### config.mk
export PLATFORM = sky130hd
export DESIGN_NAME = multicycle_ctrl
export DESIGN_NICKNAME = d
export VERILOG_FILES = /design/src/rtl/multicycle_ctrl.sv
export SDC_FILE = /design/constraint.sdc
export NUM_CORES = 1
export LEC_CHECK = 0
export CAP_MARGIN = 10
export CORE_MARGIN = 1.5
export CORE_UTILIZATION = 44
export DETAILED_ROUTE_END_ITERATION = 8
export MAX_ROUTING_LAYER = met4
export PLACE_DENSITY = 0.84
export SLEW_MARGIN = 0
export SYNTH_ARGS = -nofsm -noshare
export SYNTH_HDL_FRONTEND = slang
export SYNTH_SLANG_ARGS = --single-unit
### constraint.sdc
create_clock -name CLK -period 3.3 [get_ports CLK]
set_clock_uncertainty 0.15 [all_clocks]
set_input_delay 0.495 -clock CLK [delete_from_list [all_inputs] [get_ports CLK]]
set_output_delay 0.495 -clock CLK [all_outputs]
set_load 0.01 [all_outputs]
### src/rtl/multicycle_ctrl.sv
// Multicycle RV32I control FSM: sequences fetch/decode/execute/memory/writeback over one
// shared memory port and drives the datapath enables, mux selects and ALUOp.
module multicycle_ctrl #(
    parameter int MEM_TIMEOUT = 15
) (
    input  logic       CLK,
    input  logic       RSTn,
    input  logic [6:0] opcode,
    input  logic [2:0] funct3,
    input  logic       zero,
    input  logic       mem_ready,
    output logic       mem_read,
    output logic       mem_write,
    output logic       mem_addr_sel,
    output logic       ir_we,
    output logic       mdr_we,
    output logic       pc_we,
    output logic [1:0] pc_src,
    output logic       reg_write,
    output logic [1:0] wb_sel,
    output logic [1:0] alu_src_a,
    output logic       alu_src_b,
    output logic [2:0] alu_op,
    output logic [2:0] state,
    output logic       instr_retired,
    output logic       illegal,
    output logic       timeout_err
);

    localparam logic [2:0] ST_BOOT   = 3'd0;
    localparam logic [2:0] ST_FETCH  = 3'd1;
    localparam logic [2:0] ST_DECODE = 3'd2;
    localparam logic [2:0] ST_EXEC   = 3'd3;
    localparam logic [2:0] ST_MEM    = 3'd4;
    localparam logic [2:0] ST_WB     = 3'd5;
    localparam logic [2:0] ST_TRAP   = 3'd7;

    localparam logic [6:0] OP_R     = 7'b0110011;
    localparam logic [6:0] OP_I     = 7'b0010011;
    localparam logic [6:0] OP_L     = 7'b0000011;
    localparam logic [6:0] OP_S     = 7'b0100011;
    localparam logic [6:0] OP_B     = 7'b1100011;
    localparam logic [6:0] OP_LUI   = 7'b0110111;
    localparam logic [6:0] OP_AUIPC = 7'b0010111;
    localparam logic [6:0] OP_JAL   = 7'b1101111;
    localparam logic [6:0] OP_JALR  = 7'b1100111;

    localparam int              CW        = $clog2(MEM_TIMEOUT + 1);
    localparam logic [CW-1:0]   WAIT_LAST = CW'(MEM_TIMEOUT - 1);

    logic [2:0]    state_r;
    logic [2:0]    state_nxt_s;
    logic [CW-1:0] wait_cnt_r;
    logic [CW-1:0] wait_cnt_nxt_s;
    logic          illegal_r;
    logic          timeout_r;
    logic          set_ill_s;
    logic          set_to_s;
    logic          req_expired_s;

    logic is_r_s, is_i_s, is_l_s, is_s_s, is_beq_s, is_bne_s;
    logic is_lui_s, is_auipc_s, is_jal_s, is_jalr_s, legal_s;

    // Instruction class decode; funct3 is qualified so that a class flag implies legality
    always_comb begin
        is_r_s     = (opcode == OP_R);
        is_i_s     = (opcode == OP_I);
        is_l_s     = (opcode == OP_L) && (funct3 == 3'b010);
        is_s_s     = (opcode == OP_S) && (funct3 == 3'b010);
        is_beq_s   = (opcode == OP_B) && (funct3 == 3'b000);
        is_bne_s   = (opcode == OP_B) && (funct3 == 3'b001);
        is_lui_s   = (opcode == OP_LUI);
        is_auipc_s = (opcode == OP_AUIPC);
        is_jal_s   = (opcode == OP_JAL);
        is_jalr_s  = (opcode == OP_JALR) && (funct3 == 3'b000);
        legal_s    = is_r_s | is_i_s | is_l_s | is_s_s | is_beq_s | is_bne_s |
                     is_lui_s | is_auipc_s | is_jal_s | is_jalr_s;
    end

    assign req_expired_s = !mem_ready && (wait_cnt_r == WAIT_LAST);

    // Next-state and control outputs (Mealy on mem_ready/zero so handshakes complete in-cycle)
    always_comb begin
        state_nxt_s   = state_r;
        set_ill_s     = 1'b0;
        set_to_s      = 1'b0;
        mem_read      = 1'b0;
        mem_write     = 1'b0;
        mem_addr_sel  = 1'b0;
        ir_we         = 1'b0;
        mdr_we        = 1'b0;
        pc_we         = 1'b0;
        pc_src        = 2'd0;
        reg_write     = 1'b0;
        wb_sel        = 2'd0;
        alu_src_a     = 2'd0;
        alu_src_b     = 1'b0;
        alu_op        = 3'b000;
        instr_retired = 1'b0;

        if ((state_r == ST_EXEC) || (state_r == ST_MEM) || (state_r == ST_WB)) begin
            if (is_r_s) begin
                alu_src_a = 2'd0; alu_src_b = 1'b0; alu_op = 3'b000;
            end else if (is_i_s) begin
                alu_src_a = 2'd0; alu_src_b = 1'b1; alu_op = 3'b001;
            end else if (is_l_s) begin
                alu_src_a = 2'd0; alu_src_b = 1'b1; alu_op = 3'b010;
            end else if (is_s_s) begin
                alu_src_a = 2'd0; alu_src_b = 1'b1; alu_op = 3'b011;
            end else if (is_beq_s || is_bne_s) begin
                alu_src_a = 2'd0; alu_src_b = 1'b0; alu_op = 3'b100;
            end else if (is_lui_s) begin
                alu_src_a = 2'd2; alu_src_b = 1'b1; alu_op = 3'b101;
            end else if (is_auipc_s) begin
                alu_src_a = 2'd1; alu_src_b = 1'b1; alu_op = 3'b101;
            end else if (is_jalr_s) begin
                alu_src_a = 2'd0; alu_src_b = 1'b1; alu_op = 3'b101;
            end else if (is_jal_s) begin
                alu_src_a = 2'd0; alu_src_b = 1'b0; alu_op = 3'b101;
            end else begin
                alu_op = 3'b000;
            end
        end else begin
            alu_op = 3'b000;
        end

        case (state_r)
            ST_BOOT: begin
                state_nxt_s = ST_FETCH;
            end
            ST_FETCH: begin
                mem_read = 1'b1;
                if (mem_ready) begin
                    ir_we       = 1'b1;
                    state_nxt_s = ST_DECODE;
                end else if (req_expired_s) begin
                    set_to_s    = 1'b1;
                    state_nxt_s = ST_TRAP;
                end else begin
                    state_nxt_s = ST_FETCH;
                end
            end
            ST_DECODE: begin
                if (legal_s) begin
                    state_nxt_s = ST_EXEC;
                end else begin
                    set_ill_s   = 1'b1;
                    state_nxt_s = ST_TRAP;
                end
            end
            ST_EXEC: begin
                if (is_beq_s || is_bne_s) begin
                    pc_we         = 1'b1;
                    pc_src        = ((is_beq_s && zero) || (is_bne_s && !zero)) ? 2'd1 : 2'd0;
                    instr_retired = 1'b1;
                    state_nxt_s   = ST_FETCH;
                end else if (is_jal_s || is_jalr_s) begin
                    pc_we         = 1'b1;
                    pc_src        = is_jalr_s ? 2'd2 : 2'd1;
                    reg_write     = 1'b1;
                    wb_sel        = 2'd2;
                    instr_retired = 1'b1;
                    state_nxt_s   = ST_FETCH;
                end else if (is_l_s || is_s_s) begin
                    state_nxt_s = ST_MEM;
                end else if (is_r_s || is_i_s || is_lui_s || is_auipc_s) begin
                    state_nxt_s = ST_WB;
                end else begin
                    state_nxt_s = ST_TRAP;
                end
            end
            ST_MEM: begin
                mem_addr_sel = 1'b1;
                if (is_l_s) begin
                    mem_read = 1'b1;
                    if (mem_ready) begin
                        mdr_we      = 1'b1;
                        state_nxt_s = ST_WB;
                    end else if (req_expired_s) begin
                        set_to_s    = 1'b1;
                        state_nxt_s = ST_TRAP;
                    end else begin
                        state_nxt_s = ST_MEM;
                    end
                end else if (is_s_s) begin
                    mem_write = 1'b1;
                    if (mem_ready) begin
                        pc_we         = 1'b1;
                        pc_src        = 2'd0;
                        instr_retired = 1'b1;
                        state_nxt_s   = ST_FETCH;
                    end else if (req_expired_s) begin
                        set_to_s    = 1'b1;
                        state_nxt_s = ST_TRAP;
                    end else begin
                        state_nxt_s = ST_MEM;
                    end
                end else begin
                    state_nxt_s = ST_TRAP;
                end
            end
            ST_WB: begin
                reg_write     = 1'b1;
                wb_sel        = is_l_s ? 2'd1 : 2'd0;
                pc_we         = 1'b1;
                pc_src        = 2'd0;
                instr_retired = 1'b1;
                state_nxt_s   = ST_FETCH;
            end
            ST_TRAP: begin
                state_nxt_s = ST_TRAP;
            end
            default: begin
                state_nxt_s = ST_TRAP;
            end
        endcase
    end

    // Wait counter counts unanswered request cycles; any other cycle leaves it at zero
    always_comb begin
        if (((state_r == ST_FETCH) || (state_r == ST_MEM)) && !mem_ready && !req_expired_s) begin
            wait_cnt_nxt_s = wait_cnt_r + CW'(1);
        end else begin
            wait_cnt_nxt_s = '0;
        end
    end

    // State, wait counter and sticky error flags
    always_ff @(posedge CLK or negedge RSTn) begin
        if (!RSTn) begin
            state_r    <= ST_BOOT;
            wait_cnt_r <= '0;
            illegal_r  <= 1'b0;
            timeout_r  <= 1'b0;
        end else begin
            state_r    <= state_nxt_s;
            wait_cnt_r <= wait_cnt_nxt_s;
            illegal_r  <= illegal_r | set_ill_s;
            timeout_r  <= timeout_r | set_to_s;
        end
    end

    assign state       = state_r;
    assign illegal     = illegal_r;
    assign timeout_err = timeout_r;

endmodule

Fig. 1: run 1, clock routing
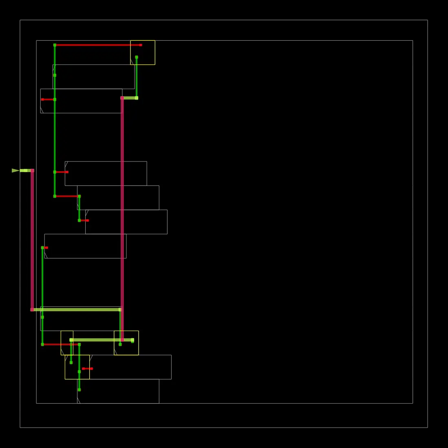
clk pwr: 0.0824 mW
Clock Latency Late Sink: 0.26 ns
clock buffer count from CTS: 3
Seq cells: 9
clk sinks: 9

Fig. 2: run 1, clock network drawn from the DEF
Bar = 10 um.
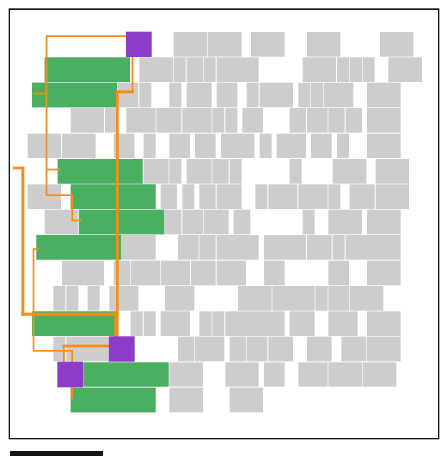
legend:
  flip-flops:
    colour: green
    count: 9
  clock drivers:
    colour: purple
    count: 3
  clock wires:
    colour: orange
    length: 131 um
routed clock nets: 4

==> impl_metrics.env, run 1 <==
# implementation run metrics
export IMPL_synth_distinct_cells=40
export IMPL_drive_gt1_frac=0.0903
export IMPL_endpoint_kind="primary output"
export IMPL_critPathLaunchType="input port"
export IMPL_layout_top_cell="clkdlybuf4s50_1"
export IMPL_drv_cap=0
export IMPL_cp_num_buf_inv=2
export IMPL_setup_violations=0
export IMPL_worst_pin_slew_ns=0.398
export IMPL_busiest_layer="met2"
export IMPL_gr_usage_met2=0.417
export IMPL_hold_viol_final=0
export IMPL_setup_tns_ns=0
export IMPL_synthesis_area_um2=807
export IMPL_warnings=27
export IMPL_synthAdderAreaFrac=0.0310
export IMPL_nets=161
export IMPL_total_power_mw=0.298
export IMPL_pre_cts_ws_ns=0.0470
export IMPL_ys_cells=102
export IMPL_gr_usage_met3=0.0437
export IMPL_dp_cells=165
export IMPL_stdcell_area_um2=1250
export IMPL_fp_util=0.467
export IMPL_drv_slew=0
export IMPL_cts_root_buf="clkbuf_4"
export IMPL_ys_area_um2=807
export IMPL_place_area_um2=1220
export IMPL_reg2reg_from="wait_cnt_r[0]$_DFF_PN0_"
export IMPL_cts_htree_levels=1
export IMPL_hp_start="timeout_err$_DFF_PN0_"
export IMPL_peakVddDrop_mv=0.253
export IMPL_synth_cells=102
export IMPL_avgSynthCellArea_um2=7.91
export IMPL_cts_hold_buf=0
export IMPL_dr_pass1_iters=4
export IMPL_hold_worst_slack_ns=0.321
export IMPL_fin_crit_ns=3.23
export IMPL_simple_gate_area_frac=0.391
export IMPL_cts_tree="built"
export IMPL_antenna_found_initial=0
export IMPL_chipWidth_um=45.8
export IMPL_grt_pass1_wl_mm=3.76
export IMPL_placementRows=15
export IMPL_yosysWarningCount=0
export IMPL_setup_worst_path_start="funct3[0]"
export IMPL_cts_buffer_depth=2
export IMPL_most_common_layout_cells="34 x clkdlybuf4s50_1, 17 x nor2_1, 10 x nand2_1"
export IMPL_num_vias=943
export IMPL_outcome="finished, final reports clean"
export IMPL_clk_pin_slew_ns=0.06
export IMPL_aoi_share=0.222
export IMPL_async_flop_share=1.00
export IMPL_num_io_pins=37
export IMPL_powerDensity_nw_per_um2=238
export IMPL_die_y_um=45.8
export IMPL_edf_count=0
export IMPL_slew_headroom=0.731
export IMPL_wire_per_inst_um=14.0
export IMPL_final_util=0.724
export IMPL_cp_arrival_ns=2.59
export IMPL_p_leak_nw=0.517
export IMPL_min_path_type="register to register"
export IMPL_synthXorXnorAreaFrac=0.0326
export IMPL_gp_congestion=0.846
export IMPL_diodes=0
export IMPL_instances_no_fill=169
export IMPL_critPathSlowestCell="clkdlybuf4s50_1"
export IMPL_grt_use_met1=0.309
export IMPL_areaGrowthSynthToFinish_pct=54.9
export IMPL_path_delay_family="buffers and inverters"
export IMPL_port_buffer_count=36
export IMPL_grt_pass1_vias=879
export IMPL_setup_ws_ns=0.0657
export IMPL_post_drt_via_cell_ratio=5.58
export IMPL_netlist_logic_family_top="simple AND/OR/NAND/NOR gates"
export IMPL_ff_type="dfrtp_1"
export IMPL_required_ns=2.65
export IMPL_critPathMaxStageDelay_ns=0.59
export IMPL_rsz0062_at_grt="no"
export IMPL_drc=0
export IMPL_syn_nets=118
export IMPL_grt_max_degree=14
export IMPL_ys_ff=9
export IMPL_detail_route_antenna_nets=0
export IMPL_place_hpwl_mm=1.84
export IMPL_ys_sh_mux=0
export IMPL_crit_top_cell="clkdlybuf4s50_1"
export IMPL_path_max_fanout=6
export IMPL_core_um2=1730
export IMPL_max_freq_ghz=0.309
Fig. 3: run 1, register map, names as in the netlist
Other sequential cells in the stronger grey, the rest of the logic in the fainter grey.
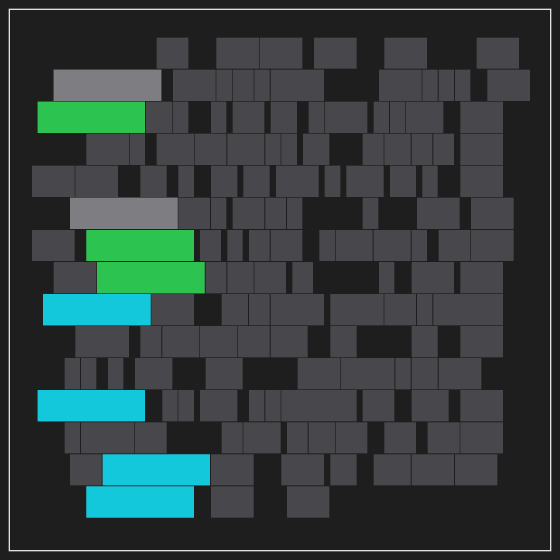
legend:
  wait_cnt_r:
    colour: cyan
    sequential_cells: 4
    where: south-west
  state:
    colour: green
    sequential_cells: 3
not coloured: 2

==> run 1: kinds of logic (layout without fill, tap and decap cells) <==
| group | count (synthesis) | in the layout |
|---|---|---|
| flops | 9 | 9 |
| fa+ha+maj | 2 | 2 |
| xor+xnor | 3 | 3 |
| compound gates | 25 | 25 |
| buf+inv | 8 | 50 |
| simple gates | 55 | 55 |
==> run 1: cell usage after synthesis, drive strengths merged (3+ instances only) <==
master	count	area (um2)
buf	3	17.5
nor2	17	63.8
a21oi	3	15.0
nor3	3	15.0
dfrtp	9	225
nand2b	5	31.3
nand3	4	32.5
o21ai	4	20.0
nand2	10	37.5
or3	3	18.8
a31oi	3	18.8
inv	5	18.8
==> run 1: repair_timing <==
| item | 4_1_cts | 5_1_grt |
|---|---|---|
| gates resized | 0 | 2 |
| endpoints found under the hold margin | 0 | 0 |
| endpoints found under the setup margin | 0 | 2 |
| setup buffers | 0 | 0 |
==> run 1: registers in the layout (all words and copies together), names as in the netlist <==
name	flops
illegal	1
state	3
timeout_err	1
wait_cnt_r	4
==> run 1: worst reg2reg max path, cell delays in order, from the launching register on <==
cell and delay [ns]:
dfrtp_1 0.38, inv_1 0.06, ha_1 0.21, a31o_2 0.26
a211o_1 0.32, nor2_1 0.13
==> run 1: report_power, final <==
group	switching (mW)	internal, mW	leakage (nW)
clock network	0.0360	0.0464	0.0150
logic	0.0493	0.0458	0.397
registers	0.00661	0.114	0.105
total	0.0919	0.206	0.517
==> run 1: routing by layer <==
metal,wire length (um),vias to the layer above
met5,0,-
met3,145,4
met2,1150,40
li1,-,463
met4,42,0
met1,1020,436
==> run 1: area by class of cell <==
type                       count  area, um2
clock buffer                   4       26.3
tap                           25       31.3
timing repair buffer          41        403
sequential                     9        225
inverter                       5       18.8
multi-input combinational     85        546
fill                         155        477
==> run 1: worst paths after layout <==
check	slack, ns	cells past startpoint	end
min in group asynchronous	0.37	1	timeout_err$_DFF_PN0_
max in group asynchronous	2.35	1	wait_cnt_r[3]$_DFF_PN0_
worst max register to register	1.73	5	wait_cnt_r[2]$_DFF_PN0_
worst min-delay path	0.32	1	timeout_err$_DFF_PN0_
worst max-delay path	0.07	5	alu_op[2]
worst min register to register	0.32	1	timeout_err$_DFF_PN0_
==> run 2: changes to the inputs <==
Settings changed: CORE_MARGIN 1.5 to 2.
==> run 2 against run 1 <==
Sequential cell count did not move. Count of clock-buffer cells in the layout did not move. Die size rose by 4.4%. Non-clock buffer count fell by 1. Worst setup slack improved by 0.039 ns. Utilization rose by 0.36 points. Wire length fell by 5.1%. Largest cell class unchanged.
==> impl_metrics.env, run 2 <==
# implementation run metrics
export IMPL_ys_ff=9
export IMPL_wire_per_inst_um=13.4
export IMPL_place_hpwl_mm=1.84
export IMPL_outcome="finished, final reports clean"
export IMPL_top_area_frac=0.279
export IMPL_required_ns=2.65
export IMPL_num_vias=899
export IMPL_instances_no_fill=168
export IMPL_min_path_type="register to register"
export IMPL_r2r_end="wait_cnt_r[2]$_DFF_PN0_"
export IMPL_cts_htree_levels=1
export IMPL_path_depth=5
export IMPL_post_drt_via_cell_ratio=5.35
export IMPL_regMostFlops="wait_cnt_r"
export IMPL_ys_area_um2=807
export IMPL_layout_top_cell="clkdlybuf4s50_1"
export IMPL_most_common_cell="nor2_1"
export IMPL_most_common_layout_cells="32 x clkdlybuf4s50_1, 17 x nor2_1, 10 x nand2_1"
export IMPL_grt_pass1_wl_mm=3.55
export IMPL_cts_tree="built"
export IMPL_dp_cells=164
export IMPL_fin_crit_ns=3.20
export IMPL_cts_buffer_depth=2
export IMPL_chipWidth_um=46.8
export IMPL_die_y_um=46.8
export IMPL_critPathSlowestCell="clkdlybuf4s50_1"
export IMPL_reg2reg_depth=5
export IMPL_ys_cells=102
export IMPL_num_io_pins=37
export IMPL_antenna_found_initial=0
export IMPL_async_flop_share=1.00
export IMPL_grt_pass1_vias=873
export IMPL_peakVddDrop_mv=0.242
export IMPL_hold_viol_final=0
export IMPL_total_power_mw=0.290
export IMPL_fillers=151
export IMPL_gp_congestion=0.850
export IMPL_ff_type="dfrtp_1"
export IMPL_slew_headroom=0.721
export IMPL_setup_violations=0
export IMPL_synth_cells=102
export IMPL_setup_worst_path_start="funct3[1]"
export IMPL_grt_max_degree=14
export IMPL_cts_hold_buf=0
export IMPL_syn_nets=118
export IMPL_largest_register_ffs=4
export IMPL_critPathLaunchType="input port"
export IMPL_drv_cap=0
export IMPL_top_cells_by_count="17 x nor2_1, 10 x nand2_1, 9 x dfrtp_1, 5 x inv_1, 5 x nand2b_1"
export IMPL_nets=160
export IMPL_synth_top_cell_by_area="dfrtp_1"
export IMPL_endpoint_kind="primary output"
export IMPL_cts_buffers=3
export IMPL_clock_sinks=9
export IMPL_setup_tns_ns=0
export IMPL_crit_path_end="alu_src_b"
export IMPL_detail_route_antenna_nets=0
export IMPL_synthesis_area_um2=807
export IMPL_edf_count=0
export IMPL_clk_pin_slew_ns=0.05
export IMPL_path_delay_family="buffers and inverters"
export IMPL_warnings=27
export IMPL_hold_worst_slack_ns=0.303
export IMPL_core_um2=1730
export IMPL_areaGrowthSynthToFinish_pct=55.7
run 2: cell count changes in the layout (fill, tap and decap cells not counted), sizes merged:
cell,change
buf,-1
dlymetal6s2s,+2
clkdlybuf4s50,-2
run 2: what timing repair did:
item                       4_1_cts  5_1_grt
buffers inserted                 0        0
resized                          0        5
hold endpoints to repair         0        0
setup endpoints to repair        0        5
run 2: layer usage:
layer | vias to the layer above | GRT usage | wire length [um]
li1 | 460 | - | -
met1 | 402 | 0.270 | 976
met2 | 35 | 0.395 | 1120
met3 | 2 | 0.0308 | 137
met4 | 0 | 0.0889 | 13
met5 | - | - | 0
run 2: area by class of cell:
type                    count  area, um2  area share
multi-input cells          85        554       0.441
repair buffers             40        400       0.319
flip-flops and latches      9        225       0.179
well taps                  25       31.3      0.0249
clock buffers               4       26.3      0.0209
inverters                   5       18.8      0.0149
run 2: metrics by stage:
step,utilization,setup WS (ns),area (um2)
after global placement,0.701,0.0520,1210
after detailed placement,0.701,0.00912,1210
after floorplan,-,0.971,807
final,0.728,0.105,1260
after global routing,0.728,0.000570,1260
after CTS,0.717,0.0112,1240
run 2: cell families (layout without fill, tap and decap cells):
family / after synthesis / after routing / share of synthesized area
adder cells (fa/ha/maj): 2 / 2 / 0.0310
AND-OR/OR-AND: 25 / 25 / 0.222
AND/OR/NAND/NOR: 55 / 55 / 0.391
XOR/XNOR: 3 / 3 / 0.0326
buffers and inverters: 8 / 49 / 0.0450
flip-flops: 9 / 9 / 0.279
run 2: power breakdown:
part,internal (mW),switching (mW)
Combinational,0.0450,0.0486
Sequential,0.114,0.00611
Clock,0.0461,0.0310
Total,0.205,0.0857
run 2: how the worst min path moves through the flow:
stage / start / to / slack, ns / cells past startpoint
floorplan: RSTn / illegal$_DFF_PN0_ / 0.05 / 0
global placement: timeout_err$_DFF_PN0_ / timeout_err$_DFF_PN0_ / 0.30 / 1
detailed placement: timeout_err$_DFF_PN0_ / timeout_err$_DFF_PN0_ / 0.29 / 1
CTS: timeout_err$_DFF_PN0_ / timeout_err$_DFF_PN0_ / 0.31 / 1
global route: timeout_err$_DFF_PN0_ / timeout_err$_DFF_PN0_ / 0.32 / 1
finish: timeout_err$_DFF_PN0_ / timeout_err$_DFF_PN0_ / 0.30 / 1
Fig. 4: run 2, logic cells by family
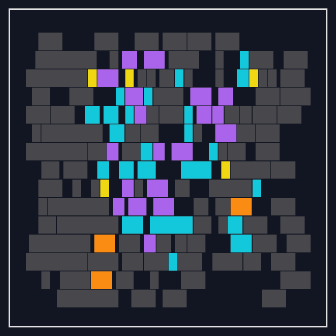
legend:
  aoi and oai cells:
    colour: purple
    cells: 19
  nand cells:
    colour: cyan
    cells: 23
  inv cells:
    colour: yellow
    cells: 5
  xor and xnor cells:
    colour: orange
    cells: 3

Fig. 5: run 2, clock routing
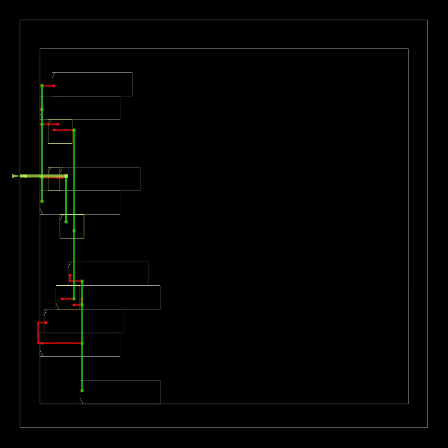
Clock Latency Late Sink: 0.25 ns
clk pwr: 0.0771 mW

No activity file was given, so power comes from the tool's default toggle rates.
